### Clock distribution, run 1

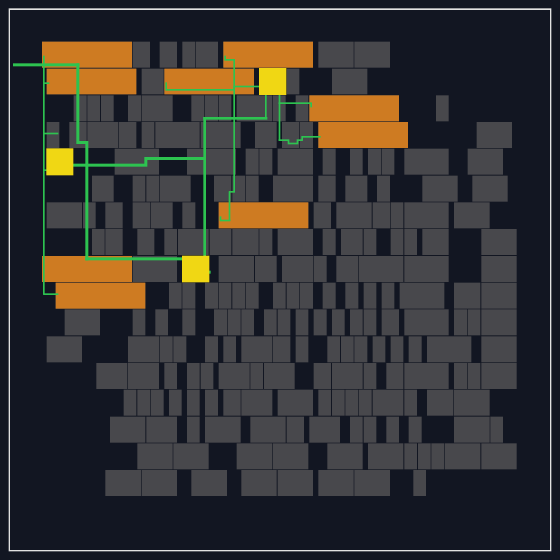
### Signal wires on met2, run 1

Bar = 20 um.
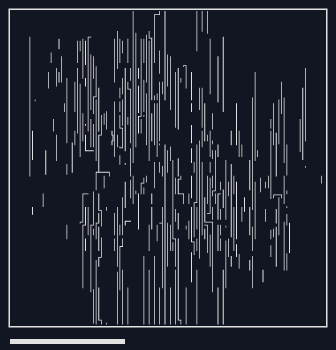
### Placement view, run 1

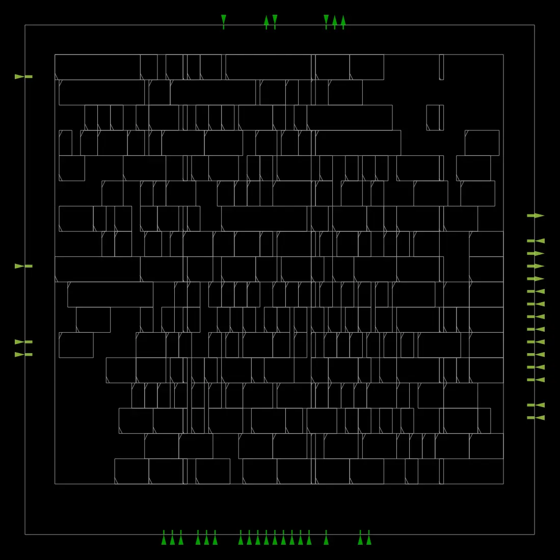
### Power grid, run 1

Pins as bars on the die edge. Tap cells in grey.
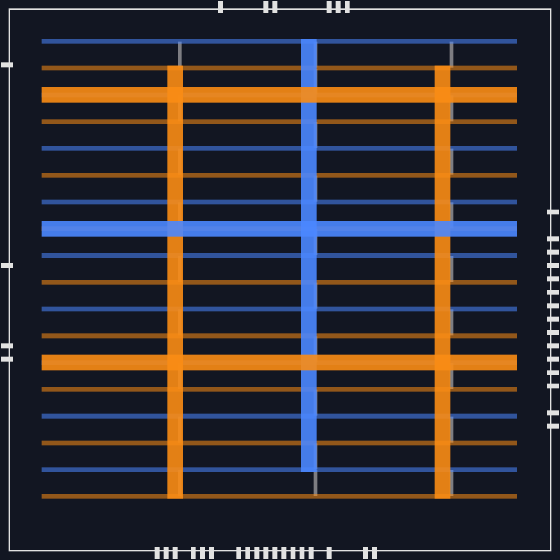
<file path="src/rtl/hazard_stall_ctrl.sv">
// rtl/hazard_stall_ctrl.sv - RAW/HI-LO stall, exception flush and mult/div busy tracking
module hazard_stall_ctrl #(
    parameter int MUL_LAT = 5,
    parameter int DIV_LAT = 32
) (
    input  logic       clk,
    input  logic       reset,
    input  logic [4:0] IDrs,
    input  logic [4:0] IDrt,
    input  logic [1:0] IDtuse_rs,
    input  logic [1:0] IDtuse_rt,
    input  logic       IDmd_start,
    input  logic       IDmd_div,
    input  logic       IDhilo_acc,
    input  logic       EXregwrite,
    input  logic [4:0] EXdst,
    input  logic [1:0] EXt_new,
    input  logic       MEMregwrite,
    input  logic [4:0] MEMdst,
    input  logic [1:0] MEMt_new,
    input  logic       except_req,
    output logic       IFstall,
    output logic       IDstall,
    output logic       IFflush,
    output logic       EXflush,
    output logic       MEMflush,
    output logic       md_busy,
    output logic       md_done
);

    localparam int CW = $clog2(DIV_LAT + 1);
    localparam logic [CW-1:0] MUL_CNT = CW'(MUL_LAT);
    localparam logic [CW-1:0] DIV_CNT = CW'(DIV_LAT);

    typedef enum logic {IDLE, BUSY} state_t;

    state_t          state;
    logic [CW-1:0]   cnt;
    logic            hz_rs;
    logic            hz_rt;
    logic            md_stall;
    logic            stall;
    logic            flush;

    // A producer only blocks when its result arrives later than the consumer needs it.
    assign hz_rs = (IDrs != 5'd0) &&
                   ((EXregwrite  && (EXdst  == IDrs) && (EXt_new  > IDtuse_rs)) ||
                    (MEMregwrite && (MEMdst == IDrs) && (MEMt_new > IDtuse_rs)));
    assign hz_rt = (IDrt != 5'd0) &&
                   ((EXregwrite  && (EXdst  == IDrt) && (EXt_new  > IDtuse_rt)) ||
                    (MEMregwrite && (MEMdst == IDrt) && (MEMt_new > IDtuse_rt)));

    assign md_stall = md_busy && (IDmd_start || IDhilo_acc);
    assign flush    = reset || except_req;
    assign stall    = (hz_rs || hz_rt || md_stall) && !flush;

    assign IFstall  = stall;
    assign IDstall  = stall;
    assign IFflush  = flush;
    assign EXflush  = flush || stall;
    assign MEMflush = flush;

    // md_done is set on the edge that leaves cnt at 1, so it is high during the last busy cycle.
    always_ff @(posedge clk or posedge reset) begin
        if (reset) begin
            state   <= IDLE;
            cnt     <= '0;
            md_busy <= 1'b0;
            md_done <= 1'b0;
        end else begin
            md_done <= 1'b0;
            case (state)
                IDLE: begin
                    if (IDmd_start && !stall && !except_req) begin
                        state   <= BUSY;
                        md_busy <= 1'b1;
                        cnt     <= IDmd_div ? DIV_CNT : MUL_CNT;
                        md_done <= IDmd_div ? (DIV_LAT == 1) : (MUL_LAT == 1);
                    end
                end
                BUSY: begin
                    if (except_req || (cnt == CW'(1))) begin
                        state   <= IDLE;
                        md_busy <= 1'b0;
                        cnt     <= '0;
                    end else begin
                        cnt     <= cnt - CW'(1);
                        md_done <= (cnt == CW'(2));
                    end
                end
            endcase
        end
    end

endmodule

</file>
<file path="config.mk">
export PLATFORM = sky130hd
export DESIGN_NAME = hazard_stall_ctrl
export DESIGN_NICKNAME = d
export VERILOG_FILES = /design/src/rtl/hazard_stall_ctrl.sv
export SDC_FILE = /design/constraint.sdc
export NUM_CORES = 1
export LEC_CHECK = 0
export ABC_AREA = 1
export CAP_MARGIN = 20
export CORE_MARGIN = 3
export CORE_UTILIZATION = 48
export DETAILED_ROUTE_END_ITERATION = 8
export HOLD_SLACK_MARGIN = 0.15
export PLACE_DENSITY = 0.86
export SLEW_MARGIN = 15
export SYNTH_ARGS = -nofsm -noshare
export SYNTH_HDL_FRONTEND = slang
export SYNTH_SLANG_ARGS = --single-unit
</file>
<file path="constraint.sdc">
create_clock -name clk -period 3.2 [get_ports clk]
set_input_delay 0.32 -clock clk [delete_from_list [all_inputs] [get_ports clk]]
set_output_delay 0.32 -clock clk [all_outputs]
set_load 0.02 [all_outputs]
</file>
==> GITHUB_STEP_SUMMARY, run 1 <==
### Yosys + OpenROAD results

| Metric | Value |
|---|---|
| CP max FO | `3` |
| Status | `complete, no violations` |
| # diodes | `0` |
| Min Tclk post-route | `2.86 ns` |
| Slew Viols, Final | `0` |
| Worst path top cell family by delay | `buffers and inverters` |
| Top-area cell share | `0.197` |
| GP Congestion | `0.882` |
| Pwr dens | `430 mW/mm^2` |
| Maximum clock frequency | `350 MHz` |
| Number of post-CTS setup repair buffers | `0` |
| DR vias/cell | `4.86` |
| Max reg flops | `6` |
| Nonclk buf count | `42` |
| Share of layout cells above drive strength 1 | `0.0628` |
| DR WL met3 | `184 um` |
| Top class by area | `multi-input combinational cells` |
| CP Cell Sequence | `clkdlybuf4s50_1, inv_1, ha_1, nand2_1, inv_1, nor2_1, nand2_1, nor2_1, nand2_1, nand2_1, nand2_2, nand3_2, nand2_2, inv_1, clkdlybuf4s50_1` |
| Reg with most FFs | `cnt` |
| Switching fraction of total power | `0.434` |
| Register area | `225 sq um` |
| Last element of the critical path | `IDstall` |
| M3 GR Usage | `0.0463` |
| First-pass GRT wire length | `4510 um` |
## Picture notes: 'Clock distribution'
- green: clock wires (length 158 um)
- orange: flip-flops (count 9)
- yellow: cells driving clock nets (count 3)
- routed clock nets: 4
P_clk: 90.2 uW
clock skew: 0.0105 ns
Latency at later pin: 0.27 ns
Clock power frac: 0.131

## Picture notes: 'Signal wires on met2'
- share of all routed wire: 50%
- main direction: vertical
- nets with wire on the layer: 214
- wire length on this layer: 1,490 um
- longest straight run: 31.1 um
vias: 1,219
routed wire length: 2960 um
met2 Use GR: 0.370

## Picture notes: 'Placement view'
# Taps: 28
Finished Layout Cells: 251
fill count: 203
core area: 0.00223 sq mm
Finished Core Util: 0.719

## Picture notes: 'Power grid'
- orange: VSS
- blue: VDD
- met4 straps: 3
- met1 rails: 18
die width: 54.9 um
Peak VDD IR: 0.000543 V

### Placed cells, one colour a class, run 1

Bar = 20 um. Fill, decap, tap and diode cells in grey.
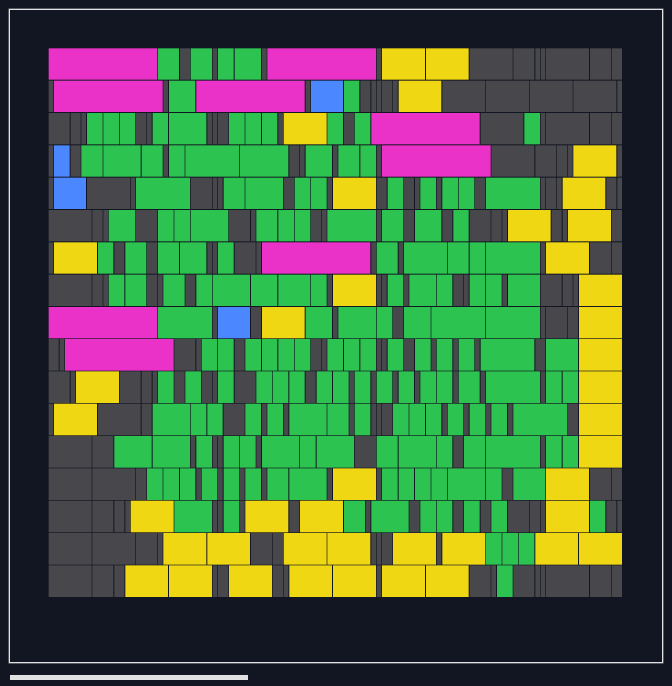

==> inputs of run 2 (changes only) <==
- CTS_CLUSTER_SIZE: unset -> 8
- PLACE_DENSITY: 0.86 -> 0.84
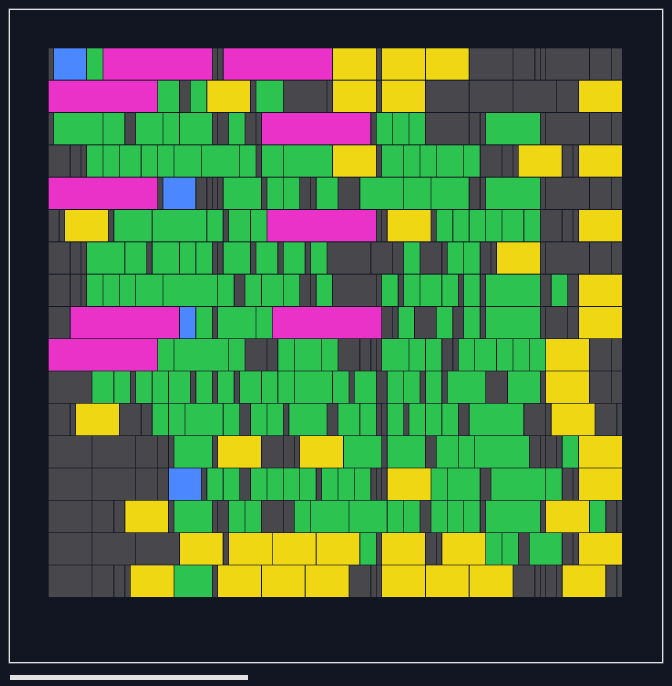
*Placed cells, one colour a class, run 2*
Bar = 20 um. Fill, decap, tap and diode cells in grey.
- yellow: other buffers and delay cells (cells 42; share of their area 27%)
- blue: clock drivers and dummy loads (cells 4; share of their area 1.7%)
- green: all other logic (cells 168; share of their area 57%)
- magenta: flops (cells 9; share of their area 14%)
Seq/total area: 0.140
final instance area: 0.00161 sq mm
row count: 17

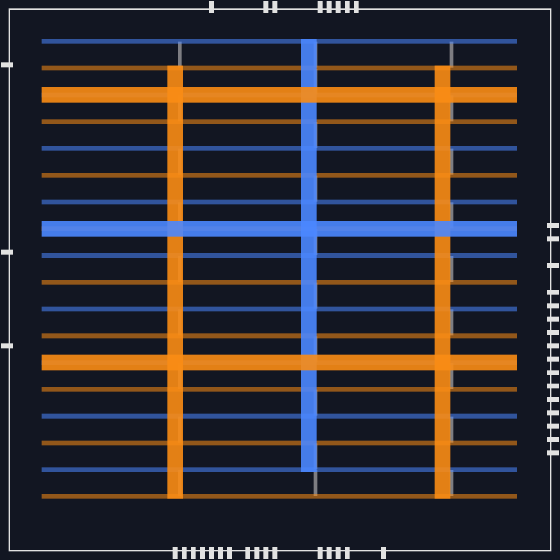
*Power grid, run 2*
Pins as bars on the die edge. Tap cells in grey.
- orange: VSS
- blue: VDD
- met4 straps: 3
- rows: 17
- met5 straps: 3
- signal pins: 43
- tap cells: 28
Chip Height: 54.9 um
Peak VDD IR: 0.000509 V

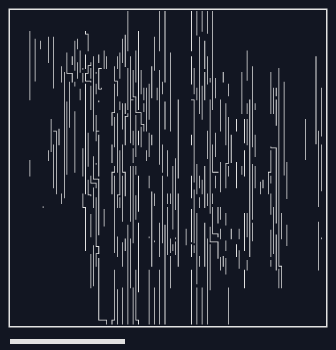
*Signal wires on met2, run 2*
Bar = 20 um.
- longest straight run: 34.3 um
- main direction: vertical
- nets with wire on the layer: 206
- share of all routed wire: 51%
met2 Use GR: 0.406
routed wire length: 2970 um
vias: 1,189

==> run 2 against run 1 <==
Against the previous run: setup slack got worse by 0.033 ns; largest power group unchanged; clock skew decreased by 0.0033 ns; register-to-register slack about the same.
==> GITHUB_STEP_SUMMARY, run 2 <==
### Yosys + OpenROAD results

| Metric | Value |
|---|---|
| # Taps | `28 (unchanged)` |
| Nonclk buf count | `42 (unchanged)` |
| Top class by area | `multi-input combinational cells (unchanged)` |
| Maximum clock frequency | `346 MHz (was 350 MHz)` |
| DR WL met3 | `159 um (was 184 um)` |
| Status | `complete, no violations (unchanged)` |
| CP max FO | `3 (unchanged)` |
| Reg with most FFs | `cnt (unchanged)` |
| First-pass GRT wire length | `4730 um (was 4510 um)` |
| Top-area cell share | `0.197 (unchanged)` |
| # diodes | `0 (unchanged)` |
| Switching fraction of total power | `0.433 (was 0.434)` |
| Slew Viols, Final | `0 (unchanged)` |
| Finished Core Util | `0.719 (unchanged)` |
| Register area | `225 sq um (unchanged)` |
| Die width | `54.9 um (unchanged)` |
| Worst path top cell family by delay | `buffers and inverters (unchanged)` |
| M3 GR Usage | `0.0300 (was 0.0463)` |
| CP Cell Sequence | `clkdlybuf4s50_1, inv_1, ha_1, nand2_1, inv_1, nor2_1, nand2_1, nor2_1, nand2_1, nand2_1, nand2_2, nand3_2, nand2_2, inv_1, clkdlybuf4s50_1 (unchanged)` |
| Pwr dens | `429 mW/mm^2 (was 430 mW/mm^2)` |
| Latency at later pin | `0.27 ns (about the same)` |
| Number of post-CTS setup repair buffers | `0 (unchanged)` |
Power figures rest on the tool's default switching activity, not on a simulated workload.
